File: config.mk
export PLATFORM = sky130hd
export DESIGN_NAME = wide_capture_ram_wb_flat
export DESIGN_NICKNAME = d
export VERILOG_FILES = /design/src/rtl/wide_capture_ram_wb_if.sv /design/src/rtl/wide_capture_ram_wb.sv /design/src/flat_wrapper.sv
export SDC_FILE = /design/constraint.sdc
export NUM_CORES = 2
export LEC_CHECK = 0
export CAP_MARGIN = 20
export CORE_UTILIZATION = 59
export CTS_CLUSTER_SIZE = 12
export DETAILED_ROUTE_END_ITERATION = 8
export GPL_ROUTABILITY_DRIVEN = 0
export MAX_ROUTING_LAYER = met4
export PLACE_DENSITY = 0.75
export SLEW_MARGIN = 20
export SYNTH_ARGS = -nofsm -noshare
export SYNTH_HDL_FRONTEND = slang
export SYNTH_SLANG_ARGS = --single-unit
File: constraint.sdc
create_clock -name clk_i -period 6.5 [get_ports clk_i]
set_input_delay 1.95 -clock clk_i [delete_from_list [all_inputs] [get_ports clk_i]]
set_output_delay 1.95 -clock clk_i [all_outputs]
set_load 0.01 [all_outputs]
File: src/rtl/wide_capture_ram_wb_if.sv
// Wishbone slave bundle for the wide capture buffer.
// AW must match the AW localparam of the wide_capture_ram_wb instance it is attached to.
interface wide_capture_ram_wb_if #(parameter int AW = 8);
  logic          wb_cyc_i;
  logic          wb_stb_i;
  logic [AW+1:2] wb_adr_i;
  logic [3:0]    wb_sel_i;
  logic          wb_we_i;
  logic [31:0]   wb_dat_i;
  logic          wb_ack_o;
  logic          wb_err_o;
  logic          wb_rty_o;
  logic          wb_stall_o;
  logic [31:0]   wb_dat_o;

  modport slave (
    input  wb_cyc_i, wb_stb_i, wb_adr_i, wb_sel_i, wb_we_i, wb_dat_i,
    output wb_ack_o, wb_err_o, wb_rty_o, wb_stall_o, wb_dat_o
  );
  modport master (
    output wb_cyc_i, wb_stb_i, wb_adr_i, wb_sel_i, wb_we_i, wb_dat_i,
    input  wb_ack_o, wb_err_o, wb_rty_o, wb_stall_o, wb_dat_o
  );
endinterface

File: src/rtl/wide_capture_ram_wb.sv
// Bus-read-only wide capture buffer: a stream fills G_LANES*32-bit entries under a small FSM,
// and the CPU reads them lane by lane over Wishbone with coherent multi-lane snapshots.
module wide_capture_ram_wb #(
  parameter int G_LANES      = 2,
  parameter int G_DEPTH_LOG2 = 6,
  parameter int G_WRAP       = 1,
  localparam int LB = (G_LANES > 1) ? $clog2(G_LANES) : 0,
  localparam int AW = G_DEPTH_LOG2 + LB + 1,
  localparam int SW = 32 * G_LANES
) (
  input  logic                clk_i,
  input  logic                rst_n_i,
  wide_capture_ram_wb_if.slave wb,
  input  logic                cap_valid_i,
  input  logic [SW-1:0]       cap_dat_i,
  output logic                cap_run_o,
  output logic                cap_done_o
);
  localparam int DEPTH = 2 ** G_DEPTH_LOG2;
  localparam logic [1:0] S_IDLE = 2'd0, S_RUN = 2'd1, S_DONE = 2'd2;
  localparam logic [AW-2:0] LMASK = (AW-1)'((1 << LB) - 1);

  logic [1:0]              state;
  logic [G_DEPTH_LOG2-1:0] wptr;
  logic                    full, wrapped;
  logic [SW-1:0]           ram [DEPTH];
  logic [SW-1:0]           ram_q, shadow;

  // second-stage request: memory reads and all writes complete one cycle later
  logic          p_vld, p_we, p_mem;
  logic [AW-2:0] p_word;
  logic [2:0]    p_ctl;

  logic                    top, req;
  logic [AW-2:0]           word, p_lane;
  logic [G_DEPTH_LOG2-1:0] ent;
  logic [31:0]             reg_rd;
  logic                    ctrl_wr, arm, stop, clr, cap_we;
  logic                    unused_ok;

  assign top    = wb.wb_adr_i[AW+1];
  assign word   = wb.wb_adr_i[AW:2];
  assign ent    = G_DEPTH_LOG2'(word >> LB);
  assign p_lane = p_word & LMASK;
  assign req    = wb.wb_cyc_i & wb.wb_stb_i & ~p_vld & ~wb.wb_ack_o;

  assign ctrl_wr = p_vld & p_we & ~p_mem & (p_word == '0);
  assign clr     = ctrl_wr & p_ctl[2];
  assign arm     = ctrl_wr & p_ctl[0];
  assign stop    = ctrl_wr & p_ctl[1];
  assign cap_we  = (state == S_RUN) & cap_valid_i & ~clr & ~arm;

  assign cap_run_o     = (state == S_RUN);
  assign cap_done_o    = (state == S_DONE);
  assign wb.wb_err_o   = 1'b0;
  assign wb.wb_rty_o   = 1'b0;
  assign wb.wb_stall_o = ~wb.wb_ack_o & wb.wb_cyc_i & wb.wb_stb_i;
  assign unused_ok     = ^{wb.wb_dat_i[31:3], wb.wb_sel_i[3:1]};

  function automatic logic [31:0] lane_of(logic [SW-1:0] v, logic [AW-2:0] l);
    lane_of = '0;
    for (int k = 0; k < G_LANES; k++)
      if (l == (AW-1)'(k)) lane_of = v[SW-1-32*k -: 32];
  endfunction

  always_comb begin
    reg_rd = '0;
    if (word == (AW-1)'(1)) reg_rd = {28'd0, wrapped, full, cap_done_o, cap_run_o};
    else if (word == (AW-1)'(2)) reg_rd = {{(32-G_DEPTH_LOG2){1'b0}}, wptr};
  end

  // capture write and bus read share the array; nonblocking update makes reads see old data
  always_ff @(posedge clk_i) begin
    if (cap_we) ram[wptr] <= cap_dat_i;
    if (req && top && !wb.wb_we_i) ram_q <= ram[ent];
  end

  always_ff @(posedge clk_i or negedge rst_n_i) begin
    if (!rst_n_i) begin
      wb.wb_ack_o <= 1'b0;
      wb.wb_dat_o <= '0;
      p_vld <= 1'b0; p_we <= 1'b0; p_mem <= 1'b0; p_word <= '0; p_ctl <= '0;
      shadow <= '0;
    end else begin
      wb.wb_ack_o <= 1'b0;
      if (req) begin
        if (!top && !wb.wb_we_i) begin
          wb.wb_ack_o <= 1'b1;
          wb.wb_dat_o <= reg_rd;
        end else begin
          p_vld  <= 1'b1;
          p_we   <= wb.wb_we_i;
          p_mem  <= top;
          p_word <= word;
          p_ctl  <= wb.wb_dat_i[2:0] & {3{wb.wb_sel_i[0]}};
        end
      end
      if (p_vld) begin
        p_vld       <= 1'b0;
        wb.wb_ack_o <= 1'b1;
        if (p_mem && !p_we) begin
          if (p_lane == '0) begin
            wb.wb_dat_o <= lane_of(ram_q, '0);
            shadow      <= ram_q;
          end else begin
            wb.wb_dat_o <= lane_of(shadow, p_lane);
          end
        end
      end
    end
  end

  always_ff @(posedge clk_i or negedge rst_n_i) begin
    if (!rst_n_i) begin
      state <= S_IDLE; wptr <= '0; full <= 1'b0; wrapped <= 1'b0;
    end else if (clr) begin
      state <= S_IDLE; wptr <= '0; full <= 1'b0; wrapped <= 1'b0;
    end else if (arm) begin
      state <= S_RUN; wptr <= '0; full <= 1'b0; wrapped <= 1'b0;
    end else begin
      if (cap_we) begin
        wptr <= wptr + 1'b1;
        if (&wptr) begin
          if (G_WRAP != 0) wrapped <= 1'b1;
          else begin
            full  <= 1'b1;
            state <= S_DONE;
          end
        end
      end
      if (stop && state == S_RUN) state <= S_DONE;
    end
  end
endmodule

File: src/flat_wrapper.sv
// flat-port wrapper written by rule: the top's interface ports become plain ports
module wide_capture_ram_wb_flat 
#(
  parameter int G_LANES      = 2,
  parameter int G_DEPTH_LOG2 = 6,
  parameter int G_WRAP       = 1,
  localparam int LB = (G_LANES > 1) ? $clog2(G_LANES) : 0,
  localparam int AW = G_DEPTH_LOG2 + LB + 1,
  localparam int SW = 32 * G_LANES
)
  (clk_i, rst_n_i, cap_valid_i, cap_dat_i, cap_run_o, cap_done_o, wb_wb_cyc_i, wb_wb_stb_i, wb_wb_adr_i, wb_wb_sel_i, wb_wb_we_i, wb_wb_dat_i, wb_wb_ack_o, wb_wb_err_o, wb_wb_rty_o, wb_wb_stall_o, wb_wb_dat_o);
  wide_capture_ram_wb_if #(.AW(8)) wb_i ();
  input  logic clk_i;
  input  logic rst_n_i;
  input  logic cap_valid_i;
  input  logic [SW-1:0] cap_dat_i;
  output logic cap_run_o;
  output logic cap_done_o;
  input wire logic [$bits(wb_i.wb_cyc_i)-1:0] wb_wb_cyc_i;
  input wire logic [$bits(wb_i.wb_stb_i)-1:0] wb_wb_stb_i;
  input wire logic [$bits(wb_i.wb_adr_i)-1:0] wb_wb_adr_i;
  input wire logic [$bits(wb_i.wb_sel_i)-1:0] wb_wb_sel_i;
  input wire logic [$bits(wb_i.wb_we_i)-1:0] wb_wb_we_i;
  input wire logic [$bits(wb_i.wb_dat_i)-1:0] wb_wb_dat_i;
  output wire logic [$bits(wb_i.wb_ack_o)-1:0] wb_wb_ack_o;
  output wire logic [$bits(wb_i.wb_err_o)-1:0] wb_wb_err_o;
  output wire logic [$bits(wb_i.wb_rty_o)-1:0] wb_wb_rty_o;
  output wire logic [$bits(wb_i.wb_stall_o)-1:0] wb_wb_stall_o;
  output wire logic [$bits(wb_i.wb_dat_o)-1:0] wb_wb_dat_o;
  assign wb_i.wb_cyc_i = wb_wb_cyc_i;
  assign wb_i.wb_stb_i = wb_wb_stb_i;
  assign wb_i.wb_adr_i = wb_wb_adr_i;
  assign wb_i.wb_sel_i = wb_wb_sel_i;
  assign wb_i.wb_we_i = wb_wb_we_i;
  assign wb_i.wb_dat_i = wb_wb_dat_i;
  assign wb_wb_ack_o = wb_i.wb_ack_o;
  assign wb_wb_err_o = wb_i.wb_err_o;
  assign wb_wb_rty_o = wb_i.wb_rty_o;
  assign wb_wb_stall_o = wb_i.wb_stall_o;
  assign wb_wb_dat_o = wb_i.wb_dat_o;
  wide_capture_ram_wb #(.G_LANES(G_LANES), .G_DEPTH_LOG2(G_DEPTH_LOG2), .G_WRAP(G_WRAP)) u_core (.clk_i(clk_i), .rst_n_i(rst_n_i), .wb(wb_i), .cap_valid_i(cap_valid_i), .cap_dat_i(cap_dat_i), .cap_run_o(cap_run_o), .cap_done_o(cap_done_o));
endmodule
### Routing congestion map

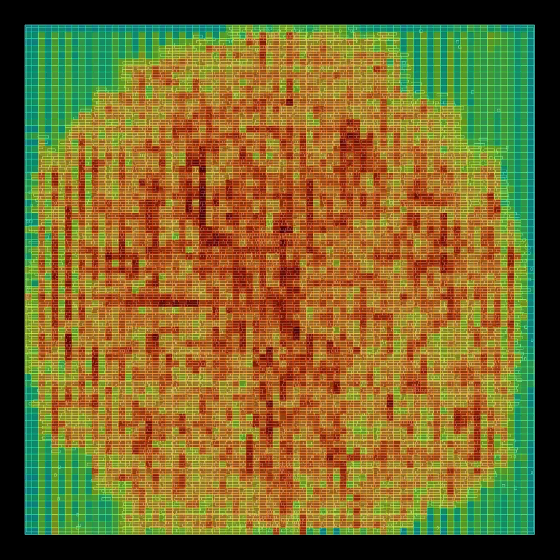
met3 usage: 0.0725
global routing's busiest layer: met2
grt met2 use: 0.492

### Sequential cells grouped by signal name

Scale: 1 px per µm. Other sequential cells in the stronger gray, the rest of the logic in the fainter gray.
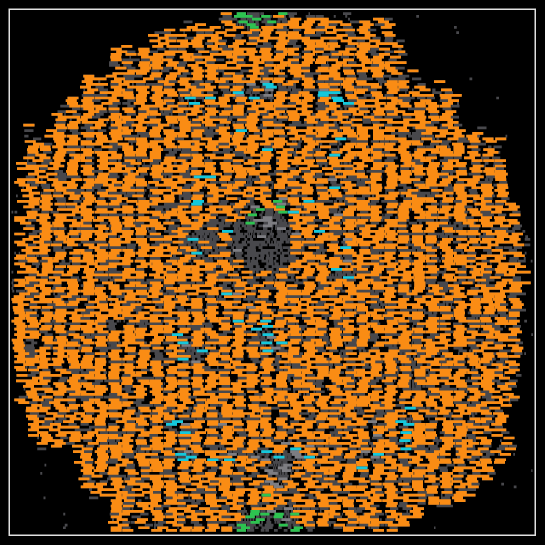
- `u_core.ram`: orange (sequential cells 4096; where spread over the die)
- `u_core.wb.wb_dat_o`: green (sequential cells 32; where a column down the middle)
- `u_core.ram_q`: cyan (sequential cells 64)
- not colored: 55

==> flow_metrics.py <==
# Synthesis and PnR figures
metrics = {
    "die": {
        "die_w_um": 525,
        "die_h_um": 525,
        "fp.coreArea_um2": 271000,
        "ios": 152,
        "fp_util": 0.594,
    },
    "logic_synthesis": {
        "ys_sh_mux": 0.174,
        "synth_warnings": 0,
        "ys.flops": 4247,
        "ys_seq_frac": 0.789,
        "ys_cells": 6699,
        "syn_area_um2": 161000,
        "simple_gate_share": 0.00942,
        "synth.top_cell.area_share": 0.775,
        "most_common_cell": "edfxtp_1",
        "enable_flop_cells": 4160,
        "syn_avg_cell_area_um2": 24.0,
        "synth-adder-area-share": 0.0000777,
        "topCellsByArea": "edfxtp_1 (78%), mux4_2 (16%), dfrtp_1 (1.4%)",
        "synthDistinctLibCells": 46,
        "netlist_instances": 6699,
    },
    "finish": {
        "finish.utilization": 0.666,
        "mostFrequentLayoutCell": "edfxtp_1",
        "layout-drive-gt1-share": 0.286,
        "layout.nets": 7250,
        "final_area_um2": 181000,
    },
    "setup_path": {
        "critPathCaptureType": "output port",
        "reg2reg_depth": 6,
        "worst_path_dominant_cell_family": "buffers and inverters",
        "crit_slowest_cell": "clkdlybuf4s50_1",
        "cp_num_cells": 4,
        "rr_endpoint": "u_core.ram[26][45]",
        "path_class": "input port to output port",
        "crit_chain": "clkdlybuf4s50_1, nand2_1, nor2_1, clkdlybuf4s50_1",
        "critical_path_buf_inv_count": 2,
        "rr_startpoint": "u_core.p_vld",
        "crit_top_cell": "clkdlybuf4s50_1",
    },
    "sta": {
        "rsz0062_at_grt": "no",
        "slew_viol_final": 0,
        "fin_skew_ns": 0.0652,
        "holdWs_ns": 0.480,
        "relSlewSlack": 0.239,
        "finalHoldViolations": 0,
        "fin_ws_ns": 1.44,
        "finalSetupViolations": 0,
        "worst_pin_slew_ns": 1.14,
        "fmax_mhz": 197,
        "fin_crit_sh": 0.779,
    },
    "cts": {
        "clock_path_buffers": 4,
        "cts_hold_buf": 0,
        "cts_setup_buffers": 0,
        "htree_levels": 5,
        "cts.root.buffer_cell": "clkbuf_16",
        "cts_tree": "yes",
    },
    "grt": {
        "globalRouteMet1Util": 0.433,
        "grt_overflow": 0,
        "grt_pass1_wl_um": 604000,
        "grt_pass1_vias": 79536,
        "grt_usage": 0.327,
    },
    "power_and_ir_drop": {
        "fin_total_pwr_uw": 58100,
        "clkPwrFrac": 0.376,
        "power.group.top": "registers",
        "irDropWorstVdd_mv": 0.264,
        "pwr.group.clock_uw": 21900,
        "powerComb_uw": 4650,
        "p_sw_uw": 13300,
        "p_leak_uw": 0.0563,
        "p_seq_uw": 31600,
        "intPower_uw": 44800,
    },
    "placed_design": {
        "dpl-instance-area_um2": 168000,
        "dpl.hpwl_um": 225000,
        "dp.cells": 10285,
    },
    "route": {
        "wl_met2_um": 205000,
        "drtIter0Drc": 12528,
        "wl_um": 435000,
        "drc": 0,
        "routed_via_density": 7.26,
        "dr.pass1.iters": 5,
        "ant_nets": 0,
        "wl_met3_um": 56400,
        "route.layer.met1.wl_um": 150000,
        "wl_per_cell_um": 39.6,
    },
    "min_path": {
        "holdPathEnd": "u_core.shadow[9]",
    },
    "run_status": {
        "outcome": "completed",
    },
}
-- flip-flops by register name (all words and copies together), names as in the netlist --
signal,count
u_core.ram,4096
u_core.ram_q,64
u_core.shadow,32
u_core.wb.wb_dat_o,32
u_core.p_word,7
u_core.wptr,6
u_core.p_ctl,3
u_core.state,2
u_core.p_mem,1
u_core.p_vld,1
u_core.p_we,1
u_core.wb.wb_ack_o,1
u_core.wrapped,1
-- area by class of cell --
class	instances	area, µm²
repair buffers	392	4280
diodes	22	55.1
clock buffers	594	11300
inverters	4	15.0
multi-input cells	2075	32700
clock inverters	79	748
flip-flops and latches	4247	127000
well taps	3570	4470
fillers	15919	90600
